Routed metal per tile:
The bar under the picture is 20 um long. The die is cut into 12 by 12 equal tiles; dark purple is low, yellow is high, scaled to the fullest tile. Values are wire area over tile area, all layers added.
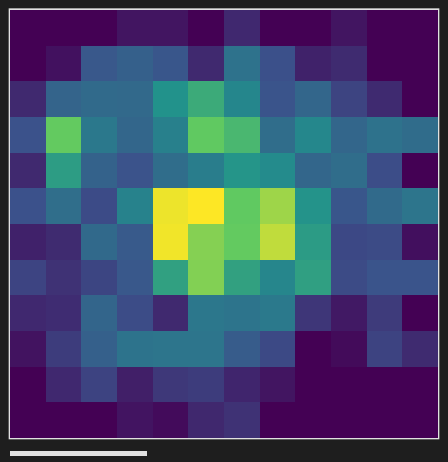
The metal 1 layer:
Supply wires on this layer in gray.
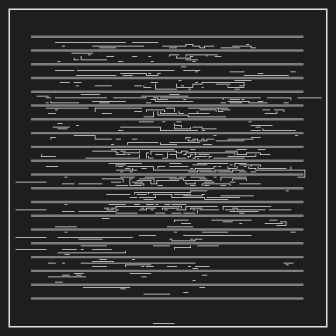
M2 wires:
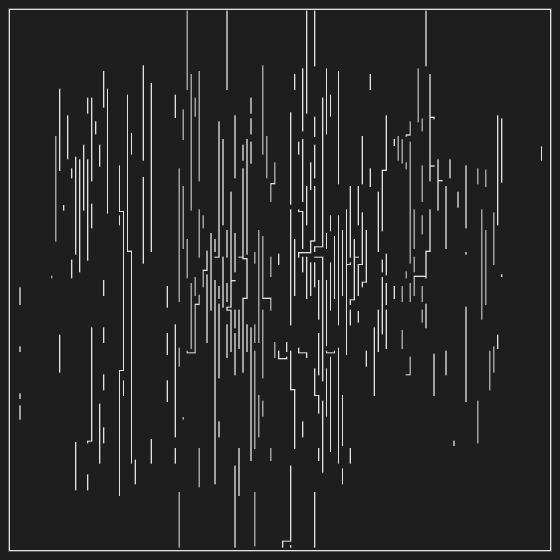
Clock nets:
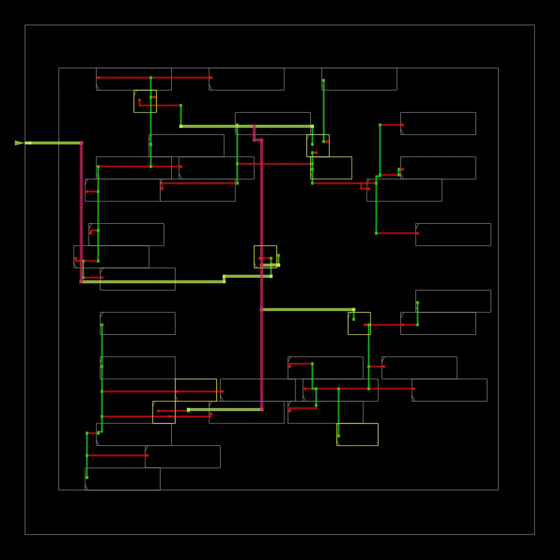
Met3 routing:
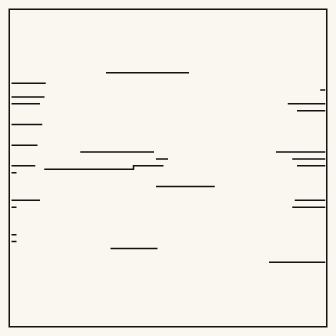
<file path="src/rtl/serial_add_pkg.sv">
// Shared definitions for the serial digit adder.
//   DIGIT_W : bits processed per cycle by the adder slice
//   state_e : controller states IDLE -> RUN -> DONE
package serial_add_pkg;

  localparam int unsigned DIGIT_W = 2;

  typedef enum logic [1:0] {
    IDLE = 2'd0,
    RUN  = 2'd1,
    DONE = 2'd2
  } state_e;

endpackage

</file>
<file path="src/rtl/add2_cin.sv">
// Purely combinational 2-bit adder slice with carry-in.
// Ports:
//   a, b : digit operands (DIGIT_W bits)
//   cin  : carry-in
//   s    : digit sum (DIGIT_W bits)
//   cout : carry-out
import serial_add_pkg::*;

module add2_cin (
  input  logic [DIGIT_W-1:0] a,
  input  logic [DIGIT_W-1:0] b,
  input  logic               cin,
  output logic [DIGIT_W-1:0] s,
  output logic               cout
);

  always_comb begin
    {cout, s} = {1'b0, a} + {1'b0, b} + {{DIGIT_W{1'b0}}, cin};
  end

endmodule

</file>
<file path="src/rtl/serial_add_ctrl.sv">
// Serial adder: sequences a single add2_cin slice over the operands, one
// 2-bit digit per cycle, LSB digit first. Result appears with a one-cycle
// done pulse and is held until the next accepted start.
// Optional feature (macro SERIAL_ADD_SUB_EN): adds input 'sub'; when set at
// start, b is complemented and the carry seeded with 1, giving a-b with
// sum[WIDTH]=1 meaning no borrow.
// Ports:
//   clk   : clock, rising edge
//   rst_n : asynchronous active-low reset
//   start : begin an operation (accepted in IDLE or DONE)
//   a, b  : operands (WIDTH bits), sampled on the accepted start cycle
//   sub   : subtract select (only with SERIAL_ADD_SUB_EN)
//   busy  : high while digits are processed
//   done  : one-cycle pulse, sum valid
//   sum   : WIDTH+1 bit result, bit WIDTH is the final carry-out
// WIDTH must be even and at least 4.
import serial_add_pkg::*;

module serial_add_ctrl #(
  parameter int unsigned WIDTH = 8
) (
  input  logic             clk,
  input  logic             rst_n,
  input  logic             start,
  input  logic [WIDTH-1:0] a,
  input  logic [WIDTH-1:0] b,
`ifdef SERIAL_ADD_SUB_EN
  input  logic             sub,
`endif
  output logic             busy,
  output logic             done,
  output logic [WIDTH:0]   sum
);

  localparam int unsigned NUM_DIGITS = WIDTH / DIGIT_W;
  localparam int unsigned CNT_W      = (NUM_DIGITS > 1) ? $clog2(NUM_DIGITS) : 1;
  localparam logic [CNT_W-1:0] LAST_CNT = CNT_W'(NUM_DIGITS - 1);

  state_e             state_q, state_d;
  logic [WIDTH-1:0]   a_q, a_d;
  logic [WIDTH-1:0]   b_q, b_d;
  logic               carry_q, carry_d;
  logic [CNT_W-1:0]   cnt_q, cnt_d;
  logic [WIDTH:0]     sum_q, sum_d;

  logic [DIGIT_W-1:0] digit_a, digit_b, digit_s;
  logic               digit_cout;
  logic               sub_op;

`ifdef SERIAL_ADD_SUB_EN
  assign sub_op = sub;
`else
  assign sub_op = 1'b0;
`endif

  assign digit_a = a_q[DIGIT_W*cnt_q +: DIGIT_W];
  assign digit_b = b_q[DIGIT_W*cnt_q +: DIGIT_W];

  add2_cin u_add2_cin (
    .a    (digit_a),
    .b    (digit_b),
    .cin  (carry_q),
    .s    (digit_s),
    .cout (digit_cout)
  );

  always_comb begin
    state_d = state_q;
    a_d     = a_q;
    b_d     = b_q;
    carry_d = carry_q;
    cnt_d   = cnt_q;
    sum_d   = sum_q;

    unique case (state_q)
      // DONE accepts a new start just like IDLE so operations can run back to back.
      IDLE, DONE: begin
        if (start) begin
          state_d = RUN;
          a_d     = a;
          b_d     = sub_op ? ~b : b;
          carry_d = sub_op;
          cnt_d   = '0;
          sum_d   = '0;
        end else begin
          state_d = IDLE;
        end
      end
      RUN: begin
        sum_d[DIGIT_W*cnt_q +: DIGIT_W] = digit_s;
        carry_d = digit_cout;
        cnt_d   = cnt_q + 1'b1;
        if (cnt_q == LAST_CNT) begin
          sum_d[WIDTH] = digit_cout;
          state_d      = DONE;
        end
      end
      default: state_d = IDLE;
    endcase
  end

  always_ff @(posedge clk or negedge rst_n) begin
    if (!rst_n) begin
      state_q <= IDLE;
      a_q     <= '0;
      b_q     <= '0;
      carry_q <= 1'b0;
      cnt_q   <= '0;
      sum_q   <= '0;
    end else begin
      state_q <= state_d;
      a_q     <= a_d;
      b_q     <= b_d;
      carry_q <= carry_d;
      cnt_q   <= cnt_d;
      sum_q   <= sum_d;
    end
  end

  assign busy = (state_q == RUN);
  assign done = (state_q == DONE);
  assign sum  = sum_q;

endmodule

</file>
<file path="config.mk">
export PLATFORM = sky130hd
export DESIGN_NAME = serial_add_ctrl
export DESIGN_NICKNAME = d
export VERILOG_FILES = /design/src/rtl/serial_add_pkg.sv /design/src/rtl/add2_cin.sv /design/src/rtl/serial_add_ctrl.sv
export SDC_FILE = /design/constraint.sdc
export NUM_CORES = 1
export LEC_CHECK = 0
export ABC_AREA = 1
export CORE_MARGIN = 4
export CORE_UTILIZATION = 50
export CTS_CLUSTER_DIAMETER = 40
export DETAILED_ROUTE_END_ITERATION = 12
export PLACE_DENSITY = 0.78
export SYNTH_ARGS = -nofsm -noshare
export SYNTH_HDL_FRONTEND = slang
export SYNTH_SLANG_ARGS = --single-unit
</file>
<file path="constraint.sdc">
create_clock -name clk -period 2.7 [get_ports clk]
set_input_delay 0.675 -clock clk [delete_from_list [all_inputs] [get_ports clk]]
set_output_delay 0.675 -clock clk [all_outputs]
set_load 0.1 [all_outputs]
</file>
==> flow_summary.json <==
{
  "busiest_layer": "met2",
  "comb_share_pct": 34.92,
  "rsz0062_at_grt": "false",
  "ys_cells": 139,
  "drc": 0,
  "cap_violations": 0,
  "reg2reg_slack_ps": 440,
  "htreeDepth": 2,
  "ctsResizeCount": 0,
  "ys_sh_simple_pct": 14.89,
  "top_area_cell": "dfrtp_1",
  "avgSynthCellArea_sq_um": 10.64,
  "outcome": "finished clean",
  "cts_root_buf": "clkbuf_4",
  "cts_hold_buf": 0,
  "n_fill_cell": 231,
  "design_area_sq_mm": 0.001838,
  "end_kind": "flop",
  "clk_transition_reported_paths_ps": 80,
  "drive_above_1_share_pct": 24.71,
  "hold_violations": 0,
  "setup_tns_ps": 0,
  "aoi_share_pct": 9.391,
  "antenna_left": 0,
  "period_used_pct": 83.80,
  "required_ps": 2950,
  "flop_area_sq_um": 750.7,
  "period_needed_ps": 2263,
  "grt_pass1_wl_mm": 4.809,
  "fp_util_pct": 53.17,
  "mux_share_pct": 12.18,
  "yosys_area_sq_mm": 0.001479,
  "routabilityCongestion": 0.8606,
  "adder_share_pct": 6.937,
  "hold_path_class": "reg -> reg",
  "yosysUniqueCellTypes": 21,
  "fmax_mhz": 442.0,
  "final.setup.worst_slack_ps": 437.3,
  "dp_worst_setup_slack_ps": 465.2,
  "first_global_vias": 1091,
  "synth.logic.top_family": "simple AND/OR/NAND/NOR gates",
  "fin_nets": 199,
  "syn_area_sq_mm": 0.001479,
  "relSlewSlack_pct": 75.35,
  "signal_buffers": 31,
  "synth_seq_share_pct": 50.76,
  "cts_buffers": 5,
  "n_all_inverters": 12,
  "multi_input_comb_cells": 93,
  "io_pins": 30,
  "dieArea_sq_mm": 0.003892,
  "buffer_area_share_pct": 15.11,
  "cts_tree": "done"
}
Back to the opening pictures, 'routed metal per tile':
nearly empty tiles: 19%
tiles over half the peak: 15%
mean over tiles: 0.11
densest ninth of the die: center
emptiest ninth of the die: south-east
fullest tile: 0.44
wire per inst: 13.47 um
Global Route Usage Sum: 15.41%

Back to the opening pictures, 'the metal 1 layer':
main direction: horizontal
wire length on this layer: 1180 um
met1 GRT Util: 18.54%
Vias: 1095
Routed WL: 2.762 mm

Back to the opening pictures, 'M2 wires':
share of all routed wire: 49%
longest straight run: 24.5 um
wire length on this layer: 1350 um

Back to the opening pictures, 'clock nets':
# clk buffers: 8
Latency at later pin: 330 ps
Flops: 30

Back to the opening pictures, 'met3 routing':
longest straight run: 17.5 um
share of all routed wire: 6.3%

==> cells in the final DEF (no fill, tap or decap) <==
cell             netlist  layout
mux2_2                16      16
nand2_4                4       4
inv_6                  1       1
nand4_1                2       2
clkdlybuf4s50_1        0      18
fa_1                   2       2
inv_2                  1       1
clkbuf_8               0       3
buf_4                  0      13
o21ai_0               18      18
nor3_1                 1       1
dfrtp_1               30      30
nand2_1               13      13
ha_1                   5       5
o22ai_1                3       3
o22a_1                 2       2
nor2_1                13      13
clkbuf_4               0       5
o21ai_1                1       1
inv_1                 10      10
o21bai_1               1       1
nand3_1               12      12
==> synth_stat cells <==
cell / instances
nand4_1: 2
inv_2: 1
dfrtp_1: 30
mux2_2: 16
inv_1: 10
o21ai_1: 1
fa_1: 2
o21ai_0: 18
o22ai_1: 3
nand3_1: 12
o22a_1: 2
buf_8: 1
ha_1: 5
inv_6: 1
nor2_1: 13
o21bai_1: 1
buf_6: 1
buf_2: 2
nand2_1: 13
nand2_4: 4
nor3_1: 1
==> registers in the layout (all words and copies together), names as in the netlist <==
signal and cells:
carry_q 1, b_q 8, cnt_q 2, a_q 8, state_q 2, sum 9
==> routing by layer <==
metal,wire length (um),vias up
li1,-,540
met1,1182,522
met2,1352,27
met3,174,6
met4,52,0
met5,0,-
==> cell families (layout without fill, tap and decap cells) <==
| kind of cell | Yosys count | in the layout |
|---|---|---|
| AND-OR/OR-AND | 25 | 25 |
| adder cells (fa/ha/maj) | 7 | 7 |
| buffers and inverters | 16 | 51 |
| flip-flops | 30 | 30 |
| multiplexers | 16 | 16 |
| AND/OR/NAND/NOR | 45 | 45 |
==> critical path, cell delays in order, from the launching register on <==
cell     delay, ps
dfrtp_1        370
inv_1          180
o21ai_0        230
o22ai_1        120
fa_1           400
inv_1           90
fa_1           440
nor2_1         150
nand2_1         70
o21ai_0        150
==> path summary, 6_finish.rpt <==
kind                                      start                  to  cells past startpoint
hold / removal               b_q[3]$_DFFE_PN0P_  b_q[3]$_DFFE_PN0P_                      1
hold reg to reg              b_q[3]$_DFFE_PN0P_  b_q[3]$_DFFE_PN0P_                      1
max in group asynchronous                 rst_n  a_q[0]$_DFFE_PN0P_                      2
setup reg to reg           cnt_q[0]$_DFFE_PN0P_  sum[5]$_DFFE_PN0P_                      9
min in group asynchronous                 rst_n  sum[3]$_DFFE_PN0P_                      2
setup / recovery           cnt_q[0]$_DFFE_PN0P_  sum[5]$_DFFE_PN0P_                      9
==> metrics by stage <==
stage | util (%) | std cells
2_1_floorplan | - | 139
3_3_place_gp | 63.25 | 197
3_5_place_dp | 63.25 | 197
4_1_cts | 66.08 | 205
5_1_grt | 66.08 | 205
6_report | 66.08 | 205
